**Clock nets**

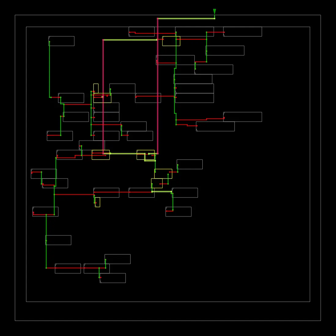
**The metal 1 layer**

The bar under the picture is 20 um long.
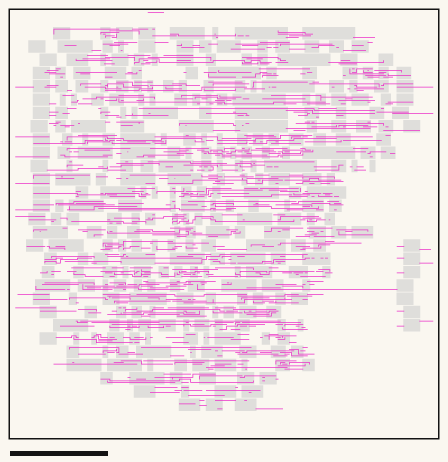
## config.mk

```make
export PLATFORM = sky130hd
export DESIGN_NAME = mbist_march_engine
export DESIGN_NICKNAME = d
export VERILOG_FILES = /design/src/rtl/mbist_pkg.sv /design/src/rtl/mbist_fault_log.sv /design/src/rtl/mbist_march_engine.sv
export SDC_FILE = /design/constraint.sdc
export NUM_CORES = 1
export LEC_CHECK = 0
export CELL_PAD_IN_SITES_DETAIL_PLACEMENT = 1
export CELL_PAD_IN_SITES_GLOBAL_PLACEMENT = 1
export CORE_MARGIN = 3
export CORE_UTILIZATION = 41
export CTS_CLUSTER_DIAMETER = 150
export DETAILED_ROUTE_END_ITERATION = 10
export PLACE_DENSITY = 0.88
export SLEW_MARGIN = 20
export SYNTH_ARGS = -nofsm -noshare
export SYNTH_HDL_FRONTEND = slang
export SYNTH_SLANG_ARGS = --single-unit
```

## constraint.sdc

```tcl
create_clock -name clk -period 3.6 [get_ports clk]
set_clock_uncertainty 0.15 [all_clocks]
set_input_delay 0.72 -clock clk [delete_from_list [all_inputs] [get_ports clk]]
set_output_delay 0.72 -clock clk [all_outputs]
set_load 0.005 [all_outputs]
```

## src/rtl/mbist_pkg.sv

```systemverilog
// Shared types and March element tables for the MBIST engine.
// Each element is one pass over the address space with a short op list.
package mbist_pkg;

    typedef enum logic [1:0] {OP_W0, OP_W1, OP_R0, OP_R1} op_e;

    typedef enum logic [1:0] {ST_IDLE, ST_RUN, ST_DONE} state_e;

    typedef struct packed {
        logic       down;   // 1 = descending address order
        logic [1:0] nops;   // ops per address (1 or 2)
        op_e        op0;
        op_e        op1;
    } elem_t;

    localparam int         MAX_ELEM         = 8;
    localparam logic [2:0] NUM_ELEM_MARCH_C = 3'd6;
    localparam logic [2:0] NUM_ELEM_MATS    = 3'd3;

    // Trailing entries are padding so any 3-bit element index stays in range.
    localparam elem_t MARCH_C_TBL [MAX_ELEM] = '{
        '{1'b0, 2'd1, OP_W0, OP_W0},
        '{1'b0, 2'd2, OP_R0, OP_W1},
        '{1'b0, 2'd2, OP_R1, OP_W0},
        '{1'b1, 2'd2, OP_R0, OP_W1},
        '{1'b1, 2'd2, OP_R1, OP_W0},
        '{1'b0, 2'd1, OP_R0, OP_R0},
        '{1'b0, 2'd1, OP_R0, OP_R0},
        '{1'b0, 2'd1, OP_R0, OP_R0}
    };

    localparam elem_t MATS_TBL [MAX_ELEM] = '{
        '{1'b0, 2'd1, OP_W0, OP_W0},
        '{1'b0, 2'd2, OP_R0, OP_W1},
        '{1'b1, 2'd2, OP_R1, OP_W0},
        '{1'b0, 2'd1, OP_R0, OP_R0},
        '{1'b0, 2'd1, OP_R0, OP_R0},
        '{1'b0, 2'd1, OP_R0, OP_R0},
        '{1'b0, 2'd1, OP_R0, OP_R0},
        '{1'b0, 2'd1, OP_R0, OP_R0}
    };

    function automatic elem_t get_elem(input logic mode, input logic [2:0] idx);
        return mode ? MATS_TBL[idx] : MARCH_C_TBL[idx];
    endfunction

    function automatic logic is_read(input op_e op);
        return (op == OP_R0) || (op == OP_R1);
    endfunction

endpackage

```

## src/rtl/mbist_fault_log.sv

```systemverilog
// Spare-row fault log: dedupes faulty addresses into a small CAM and
// answers remap queries; overflow is flagged by saturating the count.
module mbist_fault_log #(
    parameter int  ADDR_W     = 5,
    parameter int  NUM_SPARES = 2,
    localparam int CNT_W      = $clog2(NUM_SPARES + 2),
    localparam int IDX_W      = (NUM_SPARES > 1) ? $clog2(NUM_SPARES) : 1
) (
    input  logic              clk,
    input  logic              rst_n,
    input  logic              clear,
    input  logic              log_en,
    input  logic [ADDR_W-1:0] log_addr,
    output logic [CNT_W-1:0]  fault_cnt,
    input  logic [ADDR_W-1:0] lookup_addr,
    output logic              remap_hit,
    output logic [IDX_W-1:0]  remap_idx
);

    logic [NUM_SPARES-1:0] valid_q;
    logic [ADDR_W-1:0]     addr_q [NUM_SPARES];
    logic                  log_hit;
    logic                  have_free;
    logic [IDX_W-1:0]      free_idx;

    // Descending scans so the lowest matching / free index wins.
    always_comb begin
        log_hit   = 1'b0;
        have_free = 1'b0;
        free_idx  = '0;
        remap_hit = 1'b0;
        remap_idx = '0;
        for (int i = NUM_SPARES - 1; i >= 0; i--) begin
            if (valid_q[i] && addr_q[i] == log_addr) begin
                log_hit = 1'b1;
            end
            if (!valid_q[i]) begin
                have_free = 1'b1;
                free_idx  = IDX_W'(i);
            end
            if (valid_q[i] && addr_q[i] == lookup_addr) begin
                remap_hit = 1'b1;
                remap_idx = IDX_W'(i);
            end
        end
    end

    always_ff @(posedge clk) begin
        if (!rst_n || clear) begin
            valid_q   <= '0;
            fault_cnt <= '0;
            for (int i = 0; i < NUM_SPARES; i++) begin
                addr_q[i] <= '0;
            end
        end else if (log_en && !log_hit) begin
            if (have_free) begin
                valid_q[free_idx] <= 1'b1;
                addr_q[free_idx]  <= log_addr;
                fault_cnt         <= fault_cnt + CNT_W'(1);
            end else begin
                fault_cnt <= CNT_W'(NUM_SPARES + 1);
            end
        end
    end

endmodule

```

## src/rtl/mbist_march_engine.sv

```systemverilog
// MBIST sequencer: walks March C- or MATS+ over a synchronous-read SRAM,
// compares read data and feeds mismatching addresses to the fault log.
module mbist_march_engine
    import mbist_pkg::*;
#(
    parameter int  ADDR_W     = 5,
    parameter int  DATA_W     = 8,
    parameter int  NUM_SPARES = 2,
    localparam int CNT_W      = $clog2(NUM_SPARES + 2),
    localparam int IDX_W      = (NUM_SPARES > 1) ? $clog2(NUM_SPARES) : 1
) (
    input  logic              clk,
    input  logic              rst_n,
    input  logic              start,
    input  logic              mode,
    output logic              mem_we,
    output logic              mem_re,
    output logic [ADDR_W-1:0] mem_addr,
    output logic [DATA_W-1:0] mem_wdata,
    input  logic [DATA_W-1:0] mem_rdata,
    output logic              busy,
    output logic              done,
    output logic              fail,
    output logic              repairable,
    output logic [CNT_W-1:0]  fault_cnt,
    input  logic [ADDR_W-1:0] lookup_addr,
    output logic              remap_hit,
    output logic [IDX_W-1:0]  remap_idx,
    output logic [1:0]        dbg_state
);

    state_e            state_q;
    logic              mode_q;
    logic [2:0]        elem_q;
    logic              op_idx_q;
    logic              cmp_q;     // second cycle of a read: data on mem_rdata
    logic [ADDR_W-1:0] addr_q;

    elem_t             cur_e, inc_e, nxt_e;
    op_e               cur_op, nxt_op_e;
    logic [2:0]        nxt_elem;
    logic              nxt_op;
    logic              nxt_cmp;
    logic [ADDR_W-1:0] nxt_addr;
    logic              finish;
    logic              last_op, last_addr, last_elem;
    logic [DATA_W-1:0] exp_data;
    logic              log_en;
    logic              accept;

    assign cur_e     = get_elem(mode_q, elem_q);
    assign inc_e     = get_elem(mode_q, elem_q + 3'd1);
    assign cur_op    = op_idx_q ? cur_e.op1 : cur_e.op0;
    assign last_op   = ({1'b0, op_idx_q} + 2'd1) == cur_e.nops;
    assign last_addr = cur_e.down ? (addr_q == '0) : (addr_q == '1);
    assign last_elem = elem_q == ((mode_q ? NUM_ELEM_MATS : NUM_ELEM_MARCH_C) - 3'd1);

    // Position of the next cycle within the element / address / op walk.
    always_comb begin
        nxt_elem = elem_q;
        nxt_op   = op_idx_q;
        nxt_addr = addr_q;
        nxt_cmp  = 1'b0;
        finish   = 1'b0;
        if (is_read(cur_op) && !cmp_q) begin
            nxt_cmp = 1'b1;
        end else if (!last_op) begin
            nxt_op = 1'b1;
        end else begin
            nxt_op = 1'b0;
            if (!last_addr) begin
                nxt_addr = cur_e.down ? addr_q - ADDR_W'(1) : addr_q + ADDR_W'(1);
            end else if (last_elem) begin
                finish = 1'b1;
            end else begin
                nxt_elem = elem_q + 3'd1;
                nxt_addr = {ADDR_W{inc_e.down}};
            end
        end
    end

    assign nxt_e    = get_elem(mode_q, nxt_elem);
    assign nxt_op_e = nxt_op ? nxt_e.op1 : nxt_e.op0;

    assign exp_data = (cur_op == OP_R1) ? '1 : '0;
    assign log_en   = (state_q == ST_RUN) && cmp_q && (mem_rdata != exp_data);
    assign accept   = start && (state_q != ST_RUN);

    always_ff @(posedge clk) begin
        if (!rst_n) begin
            state_q   <= ST_IDLE;
            mode_q    <= 1'b0;
            elem_q    <= '0;
            op_idx_q  <= 1'b0;
            cmp_q     <= 1'b0;
            addr_q    <= '0;
            mem_we    <= 1'b0;
            mem_re    <= 1'b0;
            mem_addr  <= '0;
            mem_wdata <= '0;
            busy      <= 1'b0;
            done      <= 1'b0;
        end else begin
            case (state_q)
                ST_IDLE, ST_DONE: begin
                    if (start) begin
                        // Both algorithms open with an ascending w0 pass.
                        state_q   <= ST_RUN;
                        mode_q    <= mode;
                        elem_q    <= '0;
                        op_idx_q  <= 1'b0;
                        cmp_q     <= 1'b0;
                        addr_q    <= '0;
                        mem_we    <= 1'b1;
                        mem_re    <= 1'b0;
                        mem_addr  <= '0;
                        mem_wdata <= '0;
                        busy      <= 1'b1;
                        done      <= 1'b0;
                    end
                end
                ST_RUN: begin
                    if (finish) begin
                        state_q   <= ST_DONE;
                        mem_we    <= 1'b0;
                        mem_re    <= 1'b0;
                        mem_addr  <= '0;
                        mem_wdata <= '0;
                        busy      <= 1'b0;
                        done      <= 1'b1;
                    end else begin
                        elem_q    <= nxt_elem;
                        op_idx_q  <= nxt_op;
                        cmp_q     <= nxt_cmp;
                        addr_q    <= nxt_addr;
                        mem_we    <= !is_read(nxt_op_e);
                        mem_re    <= is_read(nxt_op_e) && !nxt_cmp;
                        mem_addr  <= nxt_addr;
                        mem_wdata <= (nxt_op_e == OP_W1) ? '1 : '0;
                    end
                end
                default: state_q <= ST_IDLE;
            endcase
        end
    end

    mbist_fault_log #(
        .ADDR_W     (ADDR_W),
        .NUM_SPARES (NUM_SPARES)
    ) u_fault_log (
        .clk         (clk),
        .rst_n       (rst_n),
        .clear       (accept),
        .log_en      (log_en),
        .log_addr    (addr_q),
        .fault_cnt   (fault_cnt),
        .lookup_addr (lookup_addr),
        .remap_hit   (remap_hit),
        .remap_idx   (remap_idx)
    );

    assign fail       = done && (fault_cnt != '0);
    assign repairable = done && (fault_cnt <= CNT_W'(NUM_SPARES));
    assign dbg_state  = state_q;

endmodule

```

==> results.toml <==
# implementation run metrics
[floorplan]
dieArea_um2 = 7700
fp_util_pct = 42.6
pin_count = 42
row_count = 29
core_region_area_um2 = 6420
die_x_um = 87.7
die_h_um = 87.7

[sta]
maxSlewHeadroom_pct = 52.3
hold_viol_final = 0
rsz0062_at_grt = "false"
fmax_mhz = 288
finalSetupTns_ns = 0
setup_viol = 0
report.final.slew_viol_count = 0
tightest_slew_ns = 0.712
finalCritPeriodShare_pct = 96.5
setup_ws_ns = 0.125
layout_min_cycle_time_ns = 3.48
hold_slack_ns = 0.328

[global_route]
globalRouteMet1Util_pct = 28.3
antenna_found_initial = 0
grt_use_met2_pct = 34.2
grt_start_max_net_pins = 28
grt_pass1_wl_um = 12600
grt_overflow_total = 0
grt_pass1_vias = 2497
busiest_layer = "met2"
use_met3_pct = 2.92
grtUsageTotal_pct = 20.8

[routing]
m1WireLength_um = 3590
wl_per_cell_um = 18.9
wl_um = 7820
wl_met3_um = 330
dr.max_layer_used = "met4"
vias_per_cell = 6.01
wl_met2_um = 3770
routed-via-count = 2482
drc = 0
firstDrtPassIters = 4
drt_iter0_markers = 182
antenna_left = 0

[setup_path]
critPathArrivalTime_ns = 2.61
end_kind = "output port"
reg2reg_from = "elem_q[1]$_SDFFE_PN0P_"
crit_path_cell_trace = "clkdlybuf4s50_1 -> xor2_1 -> nor4_1 -> nand3_1 -> nor2_1 -> clkdlybuf4s50_1"
timing.rr.end = "mem_addr[4]$_SDFFE_PN0P_"
rrSetupSlack_ns = 0.26
critPathMaxStageDelay_ns = 0.52
startpoint = "lookup_addr[1]"
cp_slowest_cell = "clkdlybuf4s50_1"
cp_top_family = "buffers and inverters"
cpMostUsedCell = "clkdlybuf4s50_1"
r2r_cells = 11
crit_path_end = "remap_idx"
cp.required_ns = 2.73
start_kind = "input port"
critPathBufInv = 2
crit_cells = 6
worstPathMaxFanout = 2
critPathKind = "in -> out"

[cells_and_area]
layoutNonFillerInstCount = 413
post-route-util_pct = 50.2
largest_register = "u_fault_log.addr_q"
seqCellArea_um2 = 841
layout.nets = 366
final_layout_size_suffix_gt1_share_pct = 10.1
fillers = 756
largest_reg_flops = 10
final_cell_mix = "clkdlybuf4s50_1 (41), dfxtp_1 (27), nand2_1 (26)"
antennaDiodeCount = 0
comb_area_um2 = 1680
layout_top_cell = "clkdlybuf4s50_1"
fin_area_um2 = 3220
largestRegisters = "u_fault_log.addr_q x10, addr_q x5, mem_addr x5"
syn2layout_area_growth_pct = 17.7

[logic_synthesis]
synth_seq_share_pct = 30.7
yosys-stat-cells = 300
yosysWarnings = 0
top_area_cell = "dfxtp_1"
synth_area_um2 = 2740
topCellsByArea = "dfxtp_1 (20%), edfxtp_1 (11%), ha_1 (5.9%)"
yosys_area_um2 = 2740
yosysMostFrequentCell = "dfxtp_1"
synth_top_area_share_pct = 19.7
synth.distinct_cells = 68
syn_nets = 331
edf_count = 10
synthArstFlopShare_pct = 0
synth_flops = 37
syn_avg_cell_area_um2 = 9.13
synthCells = 300
ff_type = "dfxtp_1"
common_cells = "dfxtp_1 (27), nand2_1 (26), nor4_1 (16)"

[hold_path]
min_to = "mem_addr[2]$_SDFFE_PN0P_"
whs_path_depth = 2
hold_class = "reg -> reg"
min_from = "mem_addr[2]$_SDFFE_PN0P_"

[pwr]
p_leak_nw = 1.13
comb_power_share_pct = 15.9
powerComb_mw = 0.142
ir_worst_vdd_uv = 200
p_sw_share_pct = 27.7
pg_clk_mw = 0.288
seqPwrFrac_pct = 51.7
power.switching_mw = 0.246
power_density_nw_per_um2 = 276
p_clk_share_pct = 32.4
internal_power_mw = 0.643
p_seq_mw = 0.459
power_mw = 0.889
power_leader = "sequential cells"

[placement]
dpl.hpwl_um = 5930
dpl_worst_slack_ns = 0.173
gp_congestion = 0.813
placed_area_um2 = 3140
io_buffers = 41
dp_cells = 405

[status]
status = "finished clean"

[clocking]
cts_max_level = 2
cts.root.buffer_cell = "clkbuf_8"
cts_hold_buf = 0
tritoncts = "done"
cts_buffer_depth = 2
path_clk_slew_ns = 0.07

[flow_run]
maxCapViolations = 0
warnings = 33
Back to the opening pictures, 'clock nets':
Flop Count: 37
clk_lat worst skew: 0.29 ns
CTS Buf Count: 5
sink count of the clock tree: 37

Back to the opening pictures, 'the metal 1 layer':
330 nets have wire on it. The layer holds 46% of the routed length.

==> layout make-up <==
class                      count  share of cell area [%]
clock buffer                   5                    2.13
clock inverter                 3                   0.504
inverter                      15                    1.75
multi-input combinational    227                    52.0
sequential                    37                    26.1
tap                           77                    2.99
timing repair buffer          49                    14.6
==> repair_timing <==
action,in CTS,in global routing
resized,0,1
hold endpoints to repair,0,0
setup buffers,0,0
setup endpoints to repair,0,1
==> logic make-up (layout without fill, tap and decap cells) <==
family | after synthesis | after routing | share of synthesized area [%]
simple gates | 113 | 113 | 24.4
compound gates | 70 | 70 | 18.9
flops | 37 | 37 | 30.7
buf+inv | 36 | 72 | 8.22
xor+xnor | 21 | 21 | 6.72
fa+ha+maj | 14 | 14 | 6.67
mux | 9 | 9 | 4.39
